**config.mk**
```make
export PLATFORM = sky130hd
export DESIGN_NAME = can_rx_sample
export DESIGN_NICKNAME = d
export VERILOG_FILES = /design/src/rtl/can_pkg.sv /design/src/rtl/can_bit_timer.sv /design/src/rtl/can_rx_sample.sv
export SDC_FILE = /design/constraint.sdc
export NUM_CORES = 1
export LEC_CHECK = 0
export ABC_AREA = 0
export CORE_MARGIN = 4
export CORE_UTILIZATION = 55
export DETAILED_ROUTE_END_ITERATION = 7
export PLACE_DENSITY = 0.84
export SKIP_LAST_GASP = 1
export SYNTH_ARGS = -nofsm -noshare
export SYNTH_HDL_FRONTEND = slang
export SYNTH_SLANG_ARGS = --single-unit
```
**constraint.sdc**
```tcl
create_clock -name clk -period 2.25 [get_ports clk]
set_input_delay 0.5625 -clock clk [delete_from_list [all_inputs] [get_ports clk]]
set_output_delay 0.5625 -clock clk [all_outputs]
set_load 0.01 [all_outputs]
```
**src/rtl/can_pkg.sv**
```systemverilog
// Shared timing, state and stuffing definitions for the CAN receive sampler.
// Modules derive their own timing from their parameters through these helpers.
package can_pkg;

  typedef enum logic {
    ST_IDLE = 1'b0,
    ST_RUN  = 1'b1
  } rx_state_e;

  localparam int STUFF_LIMIT = 5;

  function automatic int calc_bit_period(input int clk_mhz, input int rate_kbits);
    return clk_mhz * 1000 / rate_kbits;
  endfunction

  function automatic int calc_sample_pt(input int bit_period);
    return bit_period * 3 / 4;
  endfunction

  localparam int BIT_PERIOD = calc_bit_period(100, 1000);
  localparam int SAMPLE_PT  = calc_sample_pt(BIT_PERIOD);
  localparam int CNT_W      = $clog2(BIT_PERIOD);

endpackage

```
**src/rtl/can_bit_timer.sv**
```systemverilog
// Bit-period counter with hard sync on recessive-to-dominant edges; emits the
// three majority-vote tap strobes around the sample point.
module can_bit_timer
  import can_pkg::*;
#(
  parameter int PERIOD  = BIT_PERIOD,
  parameter int SAMPLE  = SAMPLE_PT,
  parameter int TMR_W   = CNT_W
) (
  input  logic clk,
  input  logic rst,
  input  logic start,
  input  logic active,
  input  logic din,
  output logic tap_early,
  output logic tap_mid,
  output logic decide
);

  logic [TMR_W-1:0] cnt_q, cnt_d;
  logic             din_prev_q, din_prev_d;
  logic             fall;

  always_comb begin
    din_prev_d = din;
    fall       = active && din_prev_q && !din;
    cnt_d      = '0;
    // A falling edge restarts the bit: the edge cycle itself counts as 0.
    if (fall) begin
      cnt_d = TMR_W'(1);
    end else if (start || active) begin
      cnt_d = (cnt_q == TMR_W'(PERIOD - 1)) ? '0 : cnt_q + TMR_W'(1);
    end
  end

  always_ff @(posedge clk) begin
    if (rst) begin
      cnt_q      <= '0;
      din_prev_q <= 1'b1;
    end else begin
      cnt_q      <= cnt_d;
      din_prev_q <= din_prev_d;
    end
  end

  assign tap_early = active && (cnt_q == TMR_W'(SAMPLE - 1));
  assign tap_mid   = active && (cnt_q == TMR_W'(SAMPLE));
  assign decide    = active && (cnt_q == TMR_W'(SAMPLE + 1));

endmodule

```
**src/rtl/can_rx_sample.sv**
```systemverilog
// CAN bit sampler: majority-vote sampling, bit de-stuffing and the output strobe.
// Starts only on a rising en, so a reset with en held high waits for a new frame.
module can_rx_sample
  import can_pkg::*;
#(
  parameter int CLK_SPEED_MHZ      = 100,
  parameter int CAN_BIT_RATE_KBITS = 1000
) (
  input  logic clk,
  input  logic rst,
  input  logic en,
  input  logic din,
  output logic dout,
  output logic dvalid
);

  localparam int LP_BIT_PERIOD = calc_bit_period(CLK_SPEED_MHZ, CAN_BIT_RATE_KBITS);
  localparam int LP_SAMPLE_PT  = calc_sample_pt(LP_BIT_PERIOD);
  localparam int LP_CNT_W      = $clog2(LP_BIT_PERIOD);

  rx_state_e  state_q, state_d;
  logic       en_prev_q, en_prev_d;
  logic       tap_a_q, tap_a_d;
  logic       tap_b_q, tap_b_d;
  logic [2:0] run_cnt_q, run_cnt_d;
  logic       last_bit_q, last_bit_d;
  logic       dout_q, dout_d;
  logic       dvalid_q, dvalid_d;

  logic start, active, bit_val, is_stuff;
  logic tap_early, tap_mid, decide;

  assign start   = (state_q == ST_IDLE) && en && !en_prev_q;
  assign active  = (state_q == ST_RUN) && en;
  assign bit_val = (tap_a_q & tap_b_q) | (tap_a_q & din) | (tap_b_q & din);

  can_bit_timer #(
    .PERIOD (LP_BIT_PERIOD),
    .SAMPLE (LP_SAMPLE_PT),
    .TMR_W  (LP_CNT_W)
  ) u_timer (
    .clk       (clk),
    .rst       (rst),
    .start     (start),
    .active    (active),
    .din       (din),
    .tap_early (tap_early),
    .tap_mid   (tap_mid),
    .decide    (decide)
  );

  always_comb begin
    state_d    = state_q;
    en_prev_d  = en;
    tap_a_d    = tap_a_q;
    tap_b_d    = tap_b_q;
    run_cnt_d  = run_cnt_q;
    last_bit_d = last_bit_q;
    dout_d     = dout_q;
    dvalid_d   = 1'b0;
    is_stuff   = 1'b0;

    case (state_q)
      ST_IDLE: if (start) state_d = ST_RUN;
      ST_RUN: begin
        if (!en) begin
          state_d    = ST_IDLE;
          run_cnt_d  = '0;
          last_bit_d = 1'b0;
        end
      end
      default: state_d = ST_IDLE;
    endcase

    if (tap_early) tap_a_d = din;
    if (tap_mid)   tap_b_d = din;

    // A stuffed bit (valid or a stuff error) restarts the run with its own value.
    if (decide) begin
      is_stuff   = (run_cnt_q == 3'(STUFF_LIMIT));
      last_bit_d = bit_val;
      if (is_stuff) begin
        run_cnt_d = 3'd1;
      end else begin
        run_cnt_d = (run_cnt_q != 3'd0 && bit_val == last_bit_q) ? run_cnt_q + 3'd1 : 3'd1;
        dout_d    = bit_val;
        dvalid_d  = 1'b1;
      end
    end
  end

  always_ff @(posedge clk) begin
    if (rst) begin
      state_q    <= ST_IDLE;
      en_prev_q  <= 1'b1;
      tap_a_q    <= 1'b1;
      tap_b_q    <= 1'b1;
      run_cnt_q  <= '0;
      last_bit_q <= 1'b0;
      dout_q     <= 1'b1;
      dvalid_q   <= 1'b0;
    end else begin
      state_q    <= state_d;
      en_prev_q  <= en_prev_d;
      tap_a_q    <= tap_a_d;
      tap_b_q    <= tap_b_d;
      run_cnt_q  <= run_cnt_d;
      last_bit_q <= last_bit_d;
      dout_q     <= dout_d;
      dvalid_q   <= dvalid_d;
    end
  end

  assign dout   = dout_q;
  assign dvalid = dvalid_q & en;

endmodule

```
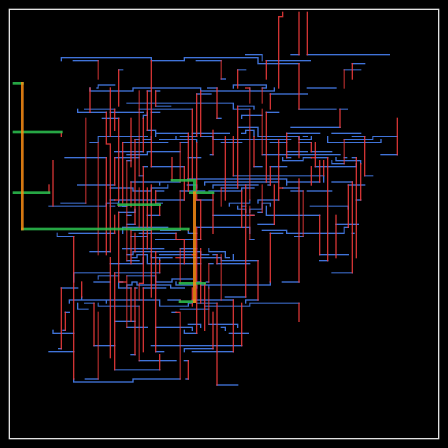
(metal layers overlaid)
| color | layer | wire length |
|---|---|---|
| red | metal 2 | 692 um |
| orange | metal 4 | 28.6 um |
| blue | metal 1 | 723 um |
| green | metal 3 | 43.7 um |

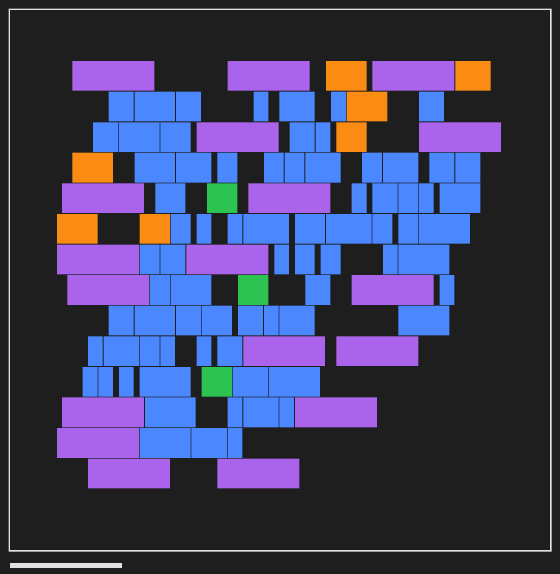
(cell classes on the final placement)
Scale bar: 10 um.
| color | class | cells | share of their area |
|---|---|---|---|
| blue | combinational and other logic | 75 | 53% |
| orange | other buffers and delay cells | 7 | 6.7% |
| purple | flops | 18 | 38% |
| green | clock drivers | 3 | 2.4% |
Core ar.: 0.00151 mm2
Final Core Density: 64.6%

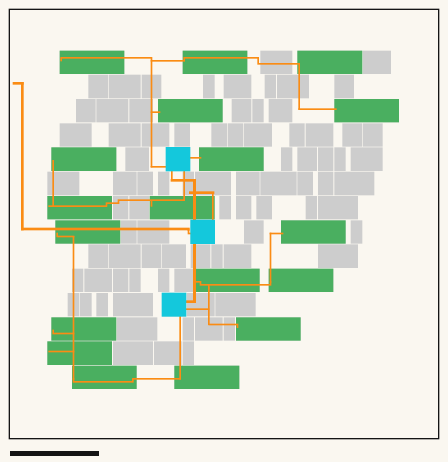
(clock wires, drivers and flops)
Scale bar: 10 um.
[cyan] clock drivers | count: 3
[green] flip-flops | count: 18
[orange] clock wires | length: 218 um
routed clock nets: 4

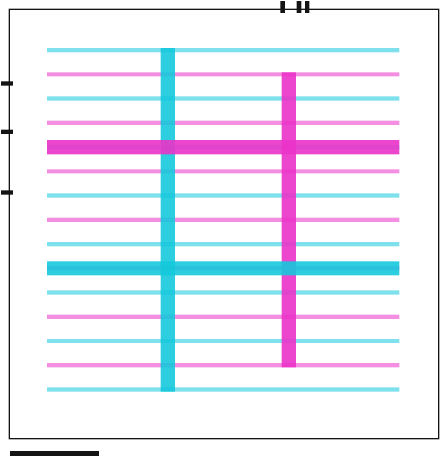
(power grid)
Scale bar: 10 um. Pins as bars on the die edge.
| color | net |
|---|---|
| cyan | VSS |
| magenta | VDD |
signal pins: 6
rows: 14
met4 straps: 2

==> out/results.txt <==
synth unique cells: 31
relative slew slack: 77.5%
Initial DRT Pass Iterations: 4
Psw: 106 uW
Clock Tree Buf Depth: 2
initial antenna violation count: 0
worst skew pair latency: 0.29 ns
CP Capture Type: output port
sequential power share: 64.6%
Yosys top cell by area: dfxtp_1
biggest area cells: dfxtp_1 (41%), ha_1 (8.5%), xor2_1 (4.0%)
startpoint types: input port
via count: 661
synth cell count leaders: dfxtp_1 (18), nor2_1 (8), inv_1 (7)
FFs & Latches: 18
Synth async-reset ratio: 0%
vias in the first global route: 618
starting DRC count in detailed routing: 12
Log Warnings: 30
Final Cell Area: 973 um2
final routed DRC violation total: 0
Post-synth regs: 18
Rows: 14
# diodes: 0
WP data required: 1.69 ns
GPL Wtd Cong: 0.828
Fin. Hold Viols: 0
largest net degree at the start of global routing: 13
crit path DAT: 1.41 ns
Fmax: 506 MHz
max-cap violations: 0
total power: 503 uW
TAP cells: 16
pre-CTS setup slack: -0.00555 ns
Die H: 48.0 um
Setup Fix Bufs, Post-CTS: 0
post-CTS sizing: 1
syn avg cell area: 9.18 um2
area delta synth->final: 10.5%
NumNets Final: 115
status: finished clean
Port Buffers: 5
internal power: 396 uW
#MultiIn Comb: 68
CTS tree: done
Fin Clk Skew: 0.00559 ns
fp util: 58.5%
share of layout cells above drive strength 1: 9.71%
switching part of the total: 21.2%
IO Pins: 6
die area: 0.00231 mm2
RSZ-0062 raised after global routing: false
CTS clk-pin slew, worst paths: 0.10 ns
Mapped Cells: 96
total track usage: 16.3%
pwr/cell area: 516 mW/mm2
ys flop type: dfxtp_1
setup_tns: 0 ns
Final Max Slew Viols: 0
Top cells excl fill/tap: dfxtp_1 (18), nor2_1 (8), inv_1 (7)
Final min period: 1.97 ns
Fillers: 120
Logic area: 480 um2
wire per inst: 12.5 um
EDFF count, synth: 0
Routed WL: 1490 um
first-pass GRT wire length: 2620 um
Die W: 48.0 um
GRT overflow: 0
clock root buffer: clkbuf_4
hold_buf cts: 0
net count after synthesis: 106
Buffers, non-clock: 7
crit-path max FO: 2
Register Area: 360 um2
worst vdd rail ir drop: 0.000337 V
final setup fails: 0
clock sink count: 18
Max-area cell class: multi-input combinational cells
fraction of area in registers: 37.0%
sequential cell area fraction in the yosys report: 40.9%
Final clock-cell share: 2.31%
Hold Path Class: register to register
period utilisation layout: 87.7%
Signal inverters: 7
Worst Hold Slack: 0.473 ns
via/cell ratio: 5.55
Yosys warnings: 0
Placed Cells: 116
most common cell after layout, fill and taps aside: dfxtp_1
Area after DPL: 952 um2
Pleak: 0.000375 uW
Clock Power Share: 30.6%
worst-margin pin slew: 0.337 ns
mapped cell area: 881 um2
fin worst setup slack: 0.276 ns
CP Class: input port to output port
htree depth: 1
CTS Buf Count: 3
Comb area share: 49.4%
Area leader share: 40.9%
final antenna-violating net count: 0
Logic pwr share: 4.8%
fin cells: 119
area reported by Yosys stat: 881 um2
DPL Wire Length: 1140 um
NonClk Buf Share: 6.56%
Yosys Instances: 96
Synth top cell by count: dfxtp_1
# clk buffers: 3
-- routing by layer --
metal | vias to the layer above | part of all wire [%] | global-route usage (%) | routed length (um)
met5 | - | 0 | 0 | 0
li1 | 351 | - | - | -
met1 | 296 | 49 | 20.1 | 722
met2 | 10 | 47 | 26.6 | 692
met3 | 4 | 2.9 | 4.51 | 43
met4 | 0 | 1.9 | 6.45 | 28
-- registers in the layout, indices dropped and copies added (netlist names) --
signal	cells
state_q	1
tap_b_q	1
en_prev_q	1
last_bit_q	1
run_cnt_q	3
dvalid_q	1
tap_a_q	1
u_timer.din_prev_q	1
dout	1
u_timer.cnt_q	7
-- logic make-up after synthesis --
| logic type | count (synthesis) | synth area share (%) |
|---|---|---|
| buf+inv | 10 | 4.55 |
| mux | 3 | 3.41 |
| flops | 18 | 40.9 |
| simple gates | 39 | 26.3 |
| xor+xnor | 6 | 5.97 |
| compound gates | 13 | 9.23 |
| fa+ha+maj | 7 | 9.66 |
-- worst paths after layout --
check / end / slack (ns) / from / cells past startpoint
worst max register to register: dout$_SDFFE_PP1P_ / 0.57 / u_timer.cnt_q[0]$_SDFF_PP0_ / 6
worst max-delay path: dvalid / 0.28 / en / 3
worst min register to register: dout$_SDFFE_PP1P_ / 0.47 / dout$_SDFFE_PP1P_ / 1
worst min-delay path: dout$_SDFFE_PP1P_ / 0.47 / dout$_SDFFE_PP1P_ / 1
-- power by group through the flow --
stage                     clock network (uW)  logic (uW)  registers (uW)
after global placement                     0        23.7             332
final                                    154        24.2             324
after floorplan                            0        11.1             331
after CTS                                159        24.4             324
after global routing                     175        27.0             325
after detailed placement                   0        24.1             332
-- critical path: stages --
cell	delay (ns)
clkdlybuf4s50_1	0.47
and2_1	0.11
dlygate4sd2_1	0.27
Power figures rest on the tool's default switching activity, not on a simulated workload.
